==> config.mk <==
export PLATFORM = sky130hd
export DESIGN_NAME = if_id_queue
export DESIGN_NICKNAME = d
export VERILOG_FILES = /design/src/rtl/if_id_queue.sv
export SDC_FILE = /design/constraint.sdc
export NUM_CORES = 1
export LEC_CHECK = 0
export ABC_AREA = 1
export CORE_UTILIZATION = 54
export CTS_CLUSTER_DIAMETER = 40
export DETAILED_ROUTE_END_ITERATION = 16
export HOLD_SLACK_MARGIN = 0.1
export PLACE_DENSITY = 0.83
export SLEW_MARGIN = 5
export SYNTH_ARGS = -nofsm -noshare
export SYNTH_HDL_FRONTEND = slang
export SYNTH_SLANG_ARGS = --single-unit
==> constraint.sdc <==
create_clock -name clk -period 6.9 [get_ports clk]
set_input_delay 1.035 -clock clk [delete_from_list [all_inputs] [get_ports clk]]
set_output_delay 1.035 -clock clk [all_outputs]
set_load 0.03 [all_outputs]
power_grid.png
The bar under the picture is 50 um long. Pins as bars on the die edge.
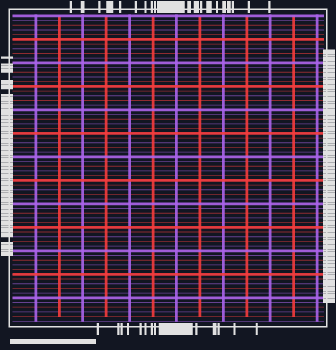
| net | color |
|---|---|
| VSS | purple |
| VDD | red |
met5 straps: 13
rows: 65
met1 rails: 66
signal pins: 266
core box area: 31880 um^2
Die H: 182.9 um
width of the chip: 182.9 um
Peak VDD IR: 236.1 uV

placement_by_type.png
Fill, decap, tap and diode cells in gray.
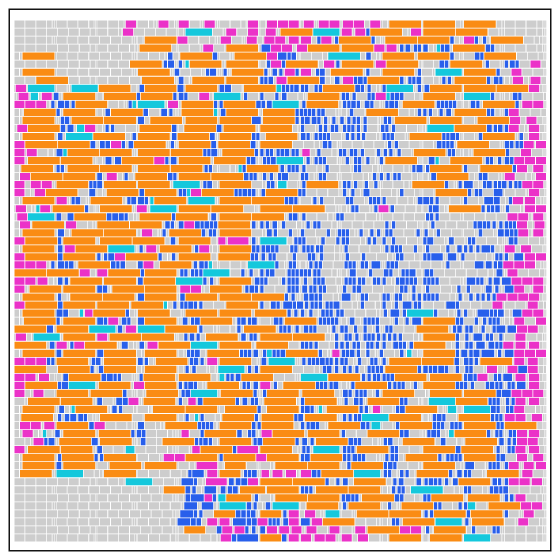
| class | color | cells | share of their area |
|---|---|---|---|
| clock drivers and dummy loads | cyan | 77 | 6.1% |
| flops | orange | 393 | 55% |
| other buffers and delay cells | magenta | 279 | 13% |
| combinational and other logic | blue | 1309 | 26% |
fin area: 22020 um^2
fraction of area in registers: 53.22%
FP Rows: 65
Final Util: 69.07%

==> results.ini <==
[layout]
finalNonFillerCells = 2497
num-multi-input-gates = 1226
logic_area_um2 = 5318
final_nets = 2134
buffers_excl_clock = 279
buf_share_pct = 12.75
diodes = 4
comb_share_pct = 24.15
fillers = 2285
clk_share_pct = 5.937
drive_gt1_share_pct = 4.810
largestClassByArea = flip-flops and latches

[global_route]
grtUsageMet3_pct = 6.890
grt_max_degree = 193
antenna_found_initial = 6
use_met2_pct = 49.83
use_met1_pct = 39.41

[placed_design]
place_inst = 2416
io_buffers = 265
place_area_um2 = 20700

[synth]
xor_area_share_pct = 1.536
synth_cell_types = 23
yosys_cells = 1772
syn_inst = 1772
top_area_cell = edfxtp_1
ys_sh_aoi_pct = 3.688
ys_chip_area_um2 = 17680
avgSynthCellArea_um2 = 9.976
fa_ha_area_share_pct = 0.5379
yosys_register_bits = 393
syn-cell-area_um2 = 17680

[die]
pin_count = 266
die_area_um2 = 33460

[setup_path]
crit_path_max_incr_delay_ns = 0.71
rrSetupSlack_ns = 3.90
crit_path_start_kind = register
path_depth = 11
reg2reg_depth = 6
critical_path.max_fanout = 56

[run_status]
outcome = complete, no violations

[clock_tree]
cts_tree = done
clkSlewWorstSetupHoldPaths_ns = 0.06
post_cts_resized = 0
cts_setup_buffers = 0
cts-root-buf = clkbuf_16

[pwr]
leakage_nw = 8.234
p_switching_mw = 1.229
power_frac_seq_pct = 50.4
swShare_pct = 23.14

[hold_path]
holdCritPathClass = register to register
whs_path_depth = 2

[final_timing]
slew_headroom_pct = 32.83
skew_ns = 0.01542
fin_crit_sh_pct = 78.10
rsz0062_at_grt = false
post-route-min-period_ns = 5.389

[route]
met3_length_um = 5425
vias = 13990
routed.top_layer = met5
firstDrtPassIters = 5
route.met2.wl_um = 24150

